[config.mk]
export PLATFORM = sky130hd
export DESIGN_NAME = fetch_queue
export DESIGN_NICKNAME = d
export VERILOG_FILES = /design/src/rtl/fetch_queue_pkg.sv /design/src/rtl/fetch_queue_fifo_sync.sv /design/src/rtl/fetch_queue.sv
export SDC_FILE = /design/constraint.sdc
export NUM_CORES = 1
export LEC_CHECK = 0
export CAP_MARGIN = 20
export CORE_ASPECT_RATIO = 1.25
export CORE_UTILIZATION = 40
export DETAILED_ROUTE_END_ITERATION = 8
export GPL_TIMING_DRIVEN = 0
export PLACE_DENSITY_LB_ADDON = 0.08
export SYNTH_ARGS = -nofsm -noshare
export SYNTH_HDL_FRONTEND = slang
export SYNTH_SLANG_ARGS = --single-unit
[constraint.sdc]
create_clock -name clk -period 7.8 [get_ports clk]
set_input_delay 1.17 -clock clk [delete_from_list [all_inputs] [get_ports clk]]
set_output_delay 1.17 -clock clk [all_outputs]
set_load 0.1 [all_outputs]
[src/rtl/fetch_queue_pkg.sv]
// fetch_queue_pkg
//   Shared helpers for the instruction prefetch unit and its FIFO.
//   No ports; provides the counter-width helper used to size occupancy
//   and credit counters that must hold the range 0..DEPTH inclusive.
package fetch_queue_pkg;

    // Bits needed to hold any value 0..depth (depth is a power of two).
    function automatic int cnt_width(input int depth);
        return $clog2(depth) + 1;
    endfunction

endpackage

[src/rtl/fetch_queue_fifo_sync.sv]
// fifo_sync
//   Synchronous FIFO with push, pop and single-cycle flush. DEPTH must be a
//   power of two so the read/write pointers wrap naturally.
// Ports:
//   clk, reset      clock, synchronous active-high reset
//   push, push_data write one entry
//   pop             drop the head entry
//   flush           empty the FIFO (wins over push/pop)
//   head            oldest entry (undefined when empty)
//   count           number of stored entries, 0..DEPTH
//   empty, full     occupancy flags
module fifo_sync
    import fetch_queue_pkg::*;
#(
    parameter int WIDTH = 24,
    parameter int DEPTH = 4
) (
    input  logic                         clk,
    input  logic                         reset,
    input  logic                         push,
    input  logic [WIDTH-1:0]             push_data,
    input  logic                         pop,
    input  logic                         flush,
    output logic [WIDTH-1:0]             head,
    output logic [cnt_width(DEPTH)-1:0]  count,
    output logic                         empty,
    output logic                         full
);

    localparam int PTR_W = $clog2(DEPTH);
    localparam int CNT_W = cnt_width(DEPTH);

    logic [WIDTH-1:0] mem [DEPTH];
    logic [PTR_W-1:0] rd_ptr;
    logic [PTR_W-1:0] wr_ptr;

    always_ff @(posedge clk) begin
        if (reset || flush) begin
            rd_ptr <= '0;
            wr_ptr <= '0;
            count  <= '0;
        end else begin
            if (push) wr_ptr <= wr_ptr + PTR_W'(1);
            if (pop)  rd_ptr <= rd_ptr + PTR_W'(1);
            count <= count + CNT_W'(push) - CNT_W'(pop);
        end
    end

    // Storage carries no reset; only the pointers define validity.
    always_ff @(posedge clk) begin
        if (push && !flush) mem[wr_ptr] <= push_data;
    end

    assign head  = mem[rd_ptr];
    assign empty = (count == '0);
    assign full  = (count == CNT_W'(DEPTH));

endmodule

[src/rtl/fetch_queue.sv]
// fetch_queue
//   Instruction prefetch unit between instruction memory and decode. Issues
//   sequential fetches over a req/gnt handshake, buffers up to DEPTH
//   {instruction, address} pairs and presents them through valid/ready.
//   Redirect flushes the queue and restarts fetch; responses still in
//   flight at that moment are counted and discarded when they return.
// Ports:
//   clk, reset                       clock, synchronous active-high reset
//   imem_addr/imem_req/imem_gnt      fetch request channel
//   imem_rvalid/imem_rdata           in-order fetch responses
//   redirect/redirect_pc             flush and restart at a new address
//   instr_valid/instr_ready          decode handshake on the head entry
//   instr/instr_pc                   head instruction and its address
//   prev_instr                       last instruction consumed by decode
`ifndef FETCH_QUEUE
`define FETCH_QUEUE
module fetch_queue
    import fetch_queue_pkg::*;
#(
    parameter int                 ADDR_W   = 16,
    parameter int                 INSTR_W  = 8,
    parameter int                 DEPTH    = 4,
    parameter logic [ADDR_W-1:0]  RESET_PC = '0
) (
    input  logic               clk,
    input  logic               reset,
    output logic [ADDR_W-1:0]  imem_addr,
    output logic               imem_req,
    input  logic               imem_gnt,
    input  logic               imem_rvalid,
    input  logic [INSTR_W-1:0] imem_rdata,
    input  logic               redirect,
    input  logic [ADDR_W-1:0]  redirect_pc,
    output logic               instr_valid,
    input  logic               instr_ready,
    output logic [INSTR_W-1:0] instr,
    output logic [ADDR_W-1:0]  instr_pc,
    output logic [INSTR_W-1:0] prev_instr
);

    localparam int CNT_W = cnt_width(DEPTH);
    localparam int SUM_W = CNT_W + 1;

    logic [ADDR_W-1:0]         fetch_pc;
    logic [ADDR_W-1:0]         resp_pc;
    logic [CNT_W-1:0]          outstanding;
    logic [CNT_W-1:0]          discard;
    logic [CNT_W-1:0]          count;
    logic                      fifo_empty;
    logic                      fifo_full;
    logic [INSTR_W+ADDR_W-1:0] head;
    logic [SUM_W-1:0]          credit_used;
    logic                      transfer;
    logic                      drop;
    logic                      push;
    logic                      pop;

    // Every issued request reserves a queue slot until it is consumed, so
    // a returning response can never find the queue full.
    assign credit_used = SUM_W'(count) + SUM_W'(outstanding);
    assign imem_req    = !reset && !redirect && (credit_used < SUM_W'(DEPTH));
    assign transfer    = imem_req && imem_gnt;
    assign imem_addr   = fetch_pc;

    assign drop = imem_rvalid && (discard != '0);
    assign push = imem_rvalid && !drop && !redirect && (!fifo_full || pop);

    assign instr_valid = !fifo_empty;
    assign pop         = instr_valid && instr_ready && !redirect;
    assign instr       = instr_valid ? head[ADDR_W +: INSTR_W] : '0;
    assign instr_pc    = instr_valid ? head[ADDR_W-1:0]        : '0;

    always_ff @(posedge clk) begin
        if (reset) begin
            fetch_pc    <= RESET_PC;
            resp_pc     <= RESET_PC;
            outstanding <= '0;
            discard     <= '0;
            prev_instr  <= '0;
        end else if (redirect) begin
            // Everything still in flight is stale; a response landing in
            // this very cycle is dropped here and so is not counted again.
            fetch_pc    <= redirect_pc;
            resp_pc     <= redirect_pc;
            outstanding <= outstanding - CNT_W'(imem_rvalid);
            discard     <= outstanding - CNT_W'(imem_rvalid);
            prev_instr  <= '0;
        end else begin
            if (transfer) fetch_pc <= fetch_pc + ADDR_W'(1);
            if (push)     resp_pc  <= resp_pc + ADDR_W'(1);
            outstanding <= outstanding + CNT_W'(transfer) - CNT_W'(imem_rvalid);
            if (drop)     discard  <= discard - CNT_W'(1);
            if (pop)      prev_instr <= instr;
        end
    end

    fifo_sync #(
        .WIDTH (INSTR_W + ADDR_W),
        .DEPTH (DEPTH)
    ) u_fifo (
        .clk       (clk),
        .reset     (reset),
        .push      (push),
        .push_data ({imem_rdata, resp_pc}),
        .pop       (pop),
        .flush     (redirect),
        .head      (head),
        .count     (count),
        .empty     (fifo_empty),
        .full      (fifo_full)
    );

endmodule
`endif

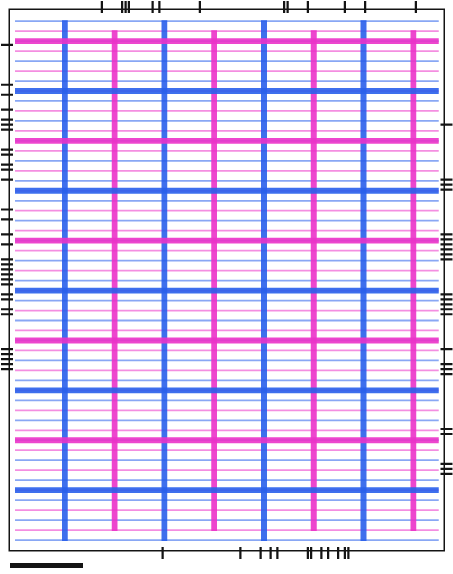
Run 1: floorplan with the power grid
The bar under the picture is 20 um long. Pins as bars on the die edge.
[VSS] blue
[VDD] magenta
met4 straps: 8
rows: 52
core box area: 0.01633 mm^2
Peak VDD IR: 0.1276 mV

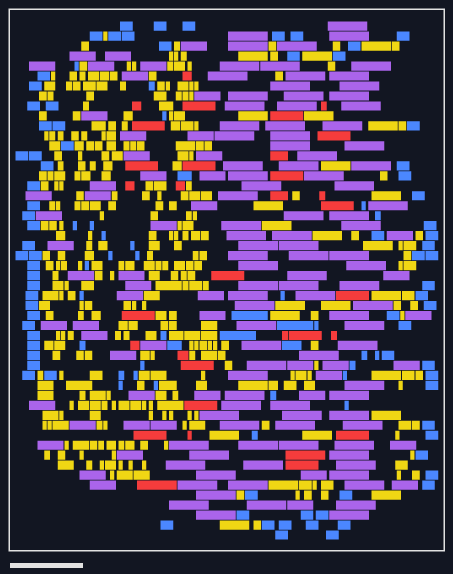
Run 1: cells coloured by class
The bar under the picture is 20 um long.
[flops] purple | cells: 151 | share of their area: 48%
[combinational and other logic] yellow | cells: 343 | share of their area: 32%
[clock drivers and dummy loads] red | cells: 32 | share of their area: 7.1%
[other buffers and delay cells] blue | cells: 114 | share of their area: 13%
num rows: 52
Final Util: 52.01%
Seq/total area: 46.91%
final instance area: 0.008493 mm^2

==> results.py, run 1 <==
# Flow results
metrics = {
    "run_status": {
        "status": "completed",
    },
    "yosys": {
        "top_cells_by_area": "edfxtp_1 43%, dfxtp_1 16%, mux4_2 8.0%",
        "ys_chip_area_mm2": 0.006746,
        "flop_cell": "edfxtp_1",
        "syn_area_per_cell_um2": 12.87,
        "ys_seq_elements": 151,
        "synth_cells": 524,
        "edf_count": 96,
        "async_flop_share_pct": 0,
        "synth.most_common_cell": "edfxtp_1",
    },
    "floorplanning": {
        "io_pins": 80,
        "fp_util_pct": 41.31,
        "die_area_mm2": 0.01739,
        "fp.dieH_um": 147.2,
    },
    "setup_path": {
        "cp_slowest_cell": "clkdlybuf4s50_1",
        "rrSetupSlack_ns": 4.40,
        "path_delay_family": "buffers and inverters",
        "slowest_delay_ns": 1.16,
        "required_ns": 6.63,
        "worstPathArrival_ns": 3.32,
        "cp_num_cells": 5,
        "path_cells": "clkdlybuf4s50_1 -> nor3_2 -> nand2_1 -> nor3_1 -> clkdlybuf4s50_1",
        "cp_common_cell": "clkdlybuf4s50_1",
        "reg2reg_depth": 14,
        "crit_path_start": "reset",
        "critical_path_buf_inv_count": 2,
        "cp-start-kind": "primary input",
        "rr_startpoint": "u_fifo.count[2]",
    },
    "cells_and_area": {
        "drive_gt1_share_pct": 12.66,
        "layout_top_cell": "edfxtp_1",
        "fin_cells": 856,
        "final_cell_mix": "96 x edfxtp_1, 79 x clkdlybuf4s50_1, 55 x dfxtp_1",
        "syn2layout_area_growth_pct": 25.89,
        "largest_register_ffs": 96,
        "fillers": 1440,
    },
    "job": {
        "maxCapViolations": 0,
        "openroad.warnings": 29,
    },
    "place": {
        "place_area_mm2": 0.007905,
        "globalplace.congestion": 0.8453,
        "hpwlAfterDp_um": 11080,
        "dp_cells": 823,
    },
    "power_and_ir_drop": {
        "p_leak_nw": 2.815,
        "combPwrFrac_pct": 13.7,
        "p_int_mw": 1.455,
        "p_total_mw": 1.986,
        "power_density_mw_per_mm2": 233.8,
        "power_leader": "registers",
        "power_frac_seq_pct": 45.8,
    },
    "grt": {
        "antenna_found_initial": 0,
        "grt_util_met3_pct": 4.115,
        "globalRoute.busiestLayer": "met2",
        "grt_pass1_vias": 4688,
    },
    "clock_tree": {
        "cts_setup_buffers": 0,
        "cts.sinks": 151,
        "cts_tree": "done",
        "cts_resized": 0,
    },
    "route": {
        "wl_met2_um": 8163,
        "routed.top_layer": "met4",
        "met1_length_um": 6659,
        "drcViolationCount": 0,
        "wl_met3_um": 584,
    },
    "sta": {
        "relSlewSlack_pct": 34.37,
        "min_period_ns": 4.494,
        "fin_crit_sh_pct": 57.62,
        "tightest_slew_ns": 0.9814,
        "finalHoldViolations": 0,
    },
    "min_path": {
        "min_to": "prev_instr[4]",
    },
}
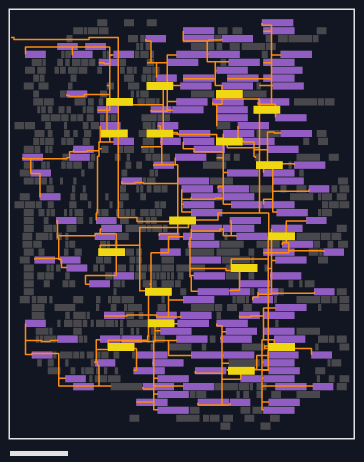
Run 1: clock wires, drivers and flops
The bar under the picture is 20 um long.
[flip-flops] purple | count: 151
[clock drivers] yellow | count: 17
[clock wires] orange | length: 1830 um
flops lie: spread over the die
clock power share: 40.5%
P_clk: 805 uW
Latency at later pin: 0.42 ns
Final Skew: 0.01281 ns

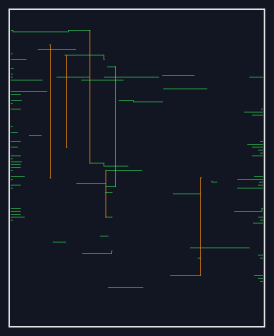
Run 1: metal layers overlaid
Two of the layers only.
[metal 3] green | wire length: 585 um
[metal 4] orange | wire length: 290 um
vias: 4541
final wirelength: 15700 um
mean routed wirelength per cell: 18.34 um
Tot GR Track Use: 19.26%

[run 1: layout make-up]
type                       count  area (um^2)  area share, %
timing repair buffer          84        893.4          10.52
clock buffer                  20        456.7          5.377
tap                          216        270.3          3.182
buffer                        30        137.6          1.621
sequential                   151         3984          46.91
multi-input combinational    315         2520          29.67
inverter                      28        105.1          1.237
clock inverter                12        126.4          1.488
[run 1: logic make-up after synthesis]
| family | after synthesis | share of synthesized area (%) |
|---|---|---|
| fa+ha+maj | 18 | 3.561 |
| simple gates | 167 | 14.24 |
| mux | 35 | 9.663 |
| xor+xnor | 13 | 1.688 |
| flops | 151 | 59.05 |
| buf+inv | 58 | 3.598 |
| compound gates | 82 | 8.197 |
## Run 2: what changed since run 1
clock period = 4.1 ns   (was 7.8 ns; I/O delays follow)
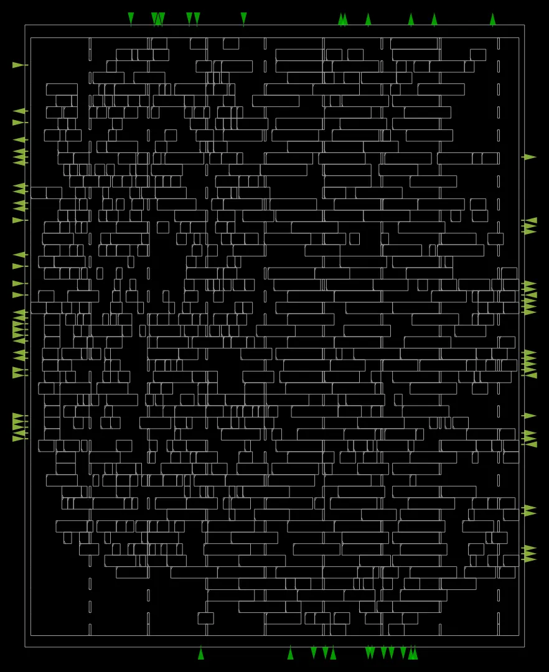
Run 2: placement view
Tapcells: 216
filler instances: 1438
flop count: 151
Non-Filler Instances: 855

==> results.py, run 2 <==
# Flow results
metrics = {
    "run_status": {
        "status": "completed",
    },
    "setup_path": {
        "cp_slowest_cell": "clkdlybuf4s50_1",
        "cp_num_cells": 5,
        "cp-start-kind": "flip-flop",
        "slowest_delay_ns": 1.15,
        "critical_path_buf_inv_count": 3,
        "reg2reg_depth": 14,
        "required_ns": 3.48,
        "rr_startpoint": "u_fifo.count[2]",
        "rrSetupSlack_ns": 0.69,
        "path_cells": "buf_1 -> clkbuf_1 -> mux4_2 -> nor2b_1 -> clkdlybuf4s50_1",
    },
    "grt": {
        "grt_pass1_vias": 4688,
        "antenna_found_initial": 0,
        "grt_util_met3_pct": 4.115,
    },
    "yosys": {
        "ys_chip_area_mm2": 0.006746,
        "synth.cellmix.simpleShare_pct": 14.24,
        "ys_sh_xor_pct": 1.688,
        "edf_count": 96,
        "yosys.area_share.aoi_pct": 8.197,
        "top_cells_by_area": "edfxtp_1 43%, dfxtp_1 16%, mux4_2 8.0%",
        "synth_cells": 524,
        "flop_cell": "edfxtp_1",
        "synth.most_common_cell": "edfxtp_1",
    },
    "power_and_ir_drop": {
        "power_density_mw_per_mm2": 445.1,
        "power_leader": "registers",
        "p_leak_nw": 2.814,
        "p_int_mw": 2.768,
    },
    "sta": {
        "finalHoldViolations": 0,
        "tightest_slew_ns": 0.9814,
        "min_period_ns": 3.848,
        "relSlewSlack_pct": 34.37,
    },
    "route": {
        "vias": 4540,
        "wirelength_um": 15770,
    },
    "cells_and_area": {
        "layout_top_cell": "edfxtp_1",
        "final_cell_mix": "96 x edfxtp_1, 79 x clkdlybuf4s50_1, 55 x dfxtp_1",
        "final_util_pct": 52.01,
        "syn2layout_area_growth_pct": 25.89,
        "drive_gt1_share_pct": 12.68,
    },
    "job": {
        "openroad.warnings": 29,
        "maxCapViolations": 0,
    },
    "floorplanning": {
        "fp_util_pct": 41.31,
        "io_pins": 80,
    },
    "place": {
        "globalplace.congestion": 0.8453,
        "place_area_mm2": 0.007905,
        "hpwlAfterDp_um": 11080,
    },
    "clock_tree": {
        "cts.sinks": 151,
    },
}
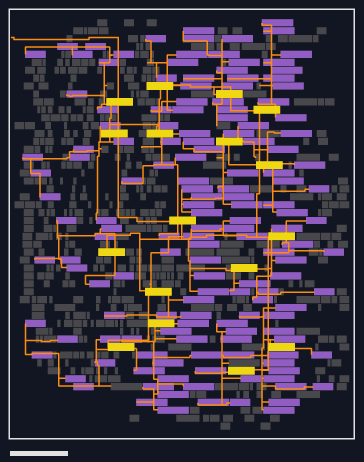
Run 2: clock wires, drivers and flops
The bar under the picture is 20 um long.
[clock wires] orange | length: 1860 um
[flip-flops] purple | count: 151
[clock drivers] yellow | count: 17
routed clock nets: 18
flops lie: spread over the die
Final Skew: 0.008367 ns
P_clk: 1.53 mW

run 2: cell counts after synthesis:
Identical to the previous run, type by type.
run 2: area by class of cell:
class	count	area, um^2	share of cell area [%]
well taps	216	270.3	3.182
multi-input cells	315	2525	29.73
repair buffers	83	888.4	10.46
plain buffers	30	137.6	1.621
flip-flops and latches	151	3984	46.91
inverters	28	105.1	1.237
clock inverters	12	126.4	1.488
clock buffers	20	456.7	5.377
run 2: layer usage:
layer,up-vias,wire length (um)
li1,2188,-
met1,2219,6690
met2,116,8138
met3,17,635
met4,0,302
met5,-,0
run 2: worst min-delay path: cells and delay by family, from the launching register on:
family	cells	cell delay, ns
and+or+nand+nor	1	0.07
muxes	1	0.06
DFF	1	0.32
## Run 3: what changed since run 2
CTS_BUF_LIST = sky130_fd_sc_hd__clkbuf_2 sky130_fd_sc_hd__clkbuf_4 sky130_fd_sc_hd__clkbuf_8   (was unset)
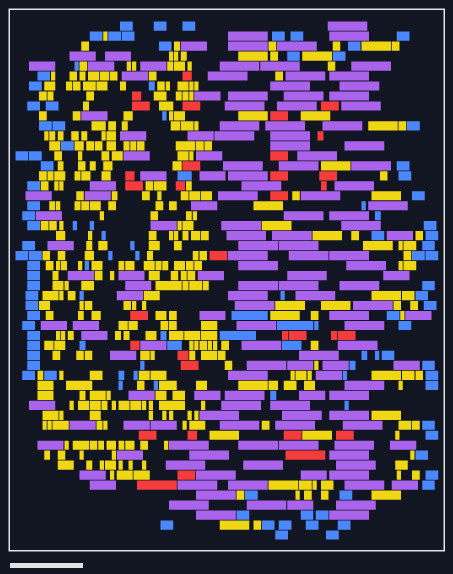
Run 3: cells coloured by class
The bar under the picture is 20 um long.
Final Util: 50.86%
final instance area: 0.008305 mm^2

==> results.py, run 3 <==
# Flow results
metrics = {
    "run_status": {
        "status": "completed",
    },
    "min_path": {
        "min_to": "prev_instr[4]",
    },
    "floorplanning": {
        "rows": 52,
        "io_pins": 80,
        "fp_util_pct": 41.31,
        "die_area_mm2": 0.01739,
        "core_mm2": 0.01633,
        "fp.dieH_um": 147.2,
    },
    "clock_tree": {
        "clock_latency_ns": 0.45,
        "cts_setup_buffers": 0,
        "cts.sinks": 151,
    },
    "setup_path": {
        "cp_num_cells": 5,
        "rr_startpoint": "u_fifo.count[2]",
        "path_cells": "buf_1 -> clkbuf_1 -> mux4_2 -> nor2b_1 -> clkdlybuf4s50_1",
        "cp-start-kind": "flip-flop",
        "worstPathArrival_ns": 3.26,
        "critical_path_buf_inv_count": 3,
        "path_delay_family": "buffers and inverters",
        "rrSetupSlack_ns": 0.66,
        "cp_slowest_cell": "clkdlybuf4s50_1",
        "required_ns": 3.48,
        "crit_fanout": 10,
    },
    "grt": {
        "grt_pass1_vias": 4649,
        "antenna_found_initial": 0,
        "grt_util_met3_pct": 3.843,
        "grt_usage_pct": 19.24,
    },
    "route": {
        "drcViolationCount": 0,
        "wirelength_um": 15750,
        "routedWlPerCell_um": 18.42,
        "met1_length_um": 6778,
        "wl_met3_um": 618,
        "wl_met2_um": 8083,
        "routed.top_layer": "met4",
        "vias": 4545,
    },
    "power_and_ir_drop": {
        "p_total_mw": 3.381,
        "power_switching_share_pct": 28.50,
        "combPwrFrac_pct": 15.4,
        "peakVddDrop_mv": 0.1529,
        "power_density_mw_per_mm2": 407.0,
        "power_frac_seq_pct": 51.1,
        "p_int_mw": 2.417,
        "power_leader": "registers",
    },
    "job": {
        "openroad.warnings": 29,
        "maxCapViolations": 0,
    },
    "sta": {
        "tightest_slew_ns": 0.9864,
        "min_period_ns": 3.878,
        "finalHoldViolations": 0,
        "relSlewSlack_pct": 34.04,
        "finClkSkew_ns": 0.007663,
    },
    "cells_and_area": {
        "largest_register_ffs": 96,
        "regArea_mm2": 0.003984,
        "fin_cells": 855,
        "final_cell_mix": "96 x edfxtp_1, 79 x clkdlybuf4s50_1, 55 x dfxtp_1",
        "syn2layout_area_growth_pct": 23.11,
        "layout_top_cell": "edfxtp_1",
        "drive_gt1_share_pct": 12.83,
        "mi_logic_area_mm2": 0.002525,
    },
    "yosys": {
        "top_cells_by_area": "edfxtp_1 43%, dfxtp_1 16%, mux4_2 8.0%",
        "flop_cell": "edfxtp_1",
        "synth.most_common_cell": "edfxtp_1",
        "async_flop_share_pct": 0,
        "ys_seq_elements": 151,
        "synth_cells": 524,
        "syn_area_per_cell_um2": 12.87,
        "ys_chip_area_mm2": 0.006746,
        "edf_count": 96,
    },
    "place": {
        "dp_cells": 823,
        "globalplace.congestion": 0.8453,
        "hpwlAfterDp_um": 11080,
    },
}
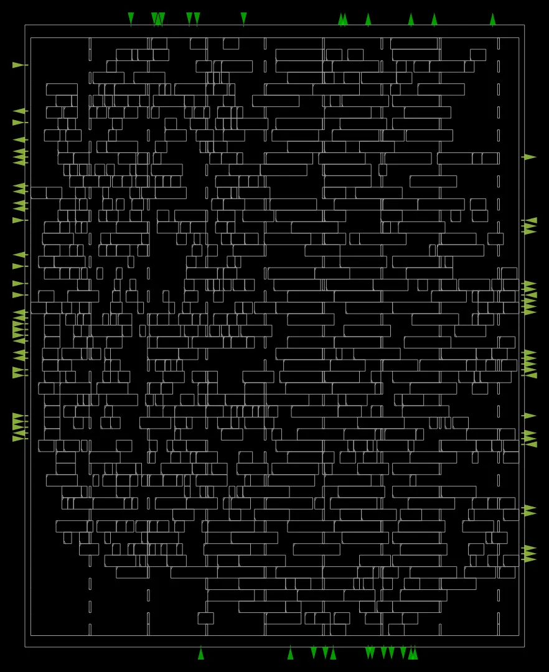
Run 3: placement view
filler instances: 1465
Seq/total area: 47.97%

run 3: cell type report:
class / instances / share of cell area (%)
Inverter: 28 / 1.265
Clock buffer: 20 / 3.239
Buffer: 30 / 1.657
Sequential cell: 151 / 47.97
Timing Repair Buffer: 83 / 10.70
Clock inverter: 12 / 1.522
Tap cell: 216 / 3.254
Multi-Input combinational cell: 315 / 30.40
run 3: cells by family after synthesis:
logic type / count (synthesis) / synth area share [%]
and+or+nand+nor: 167 / 14.24
xor gates and xnor gates: 13 / 1.688
adders and majority gates: 18 / 3.561
DFF: 151 / 59.05
muxes: 35 / 9.663
AOI/OAI and AO/OA: 82 / 8.197
buffers and inverters: 58 / 3.598
run 3: repair_timing:
item / in CTS / in global routing
resized: 1 / 0
hold endpoints to repair: 0 / 0
hold buffers: 0 / 0
endpoints found under the setup margin: 9 / 0
Power is estimated from default activity; no workload was simulated.
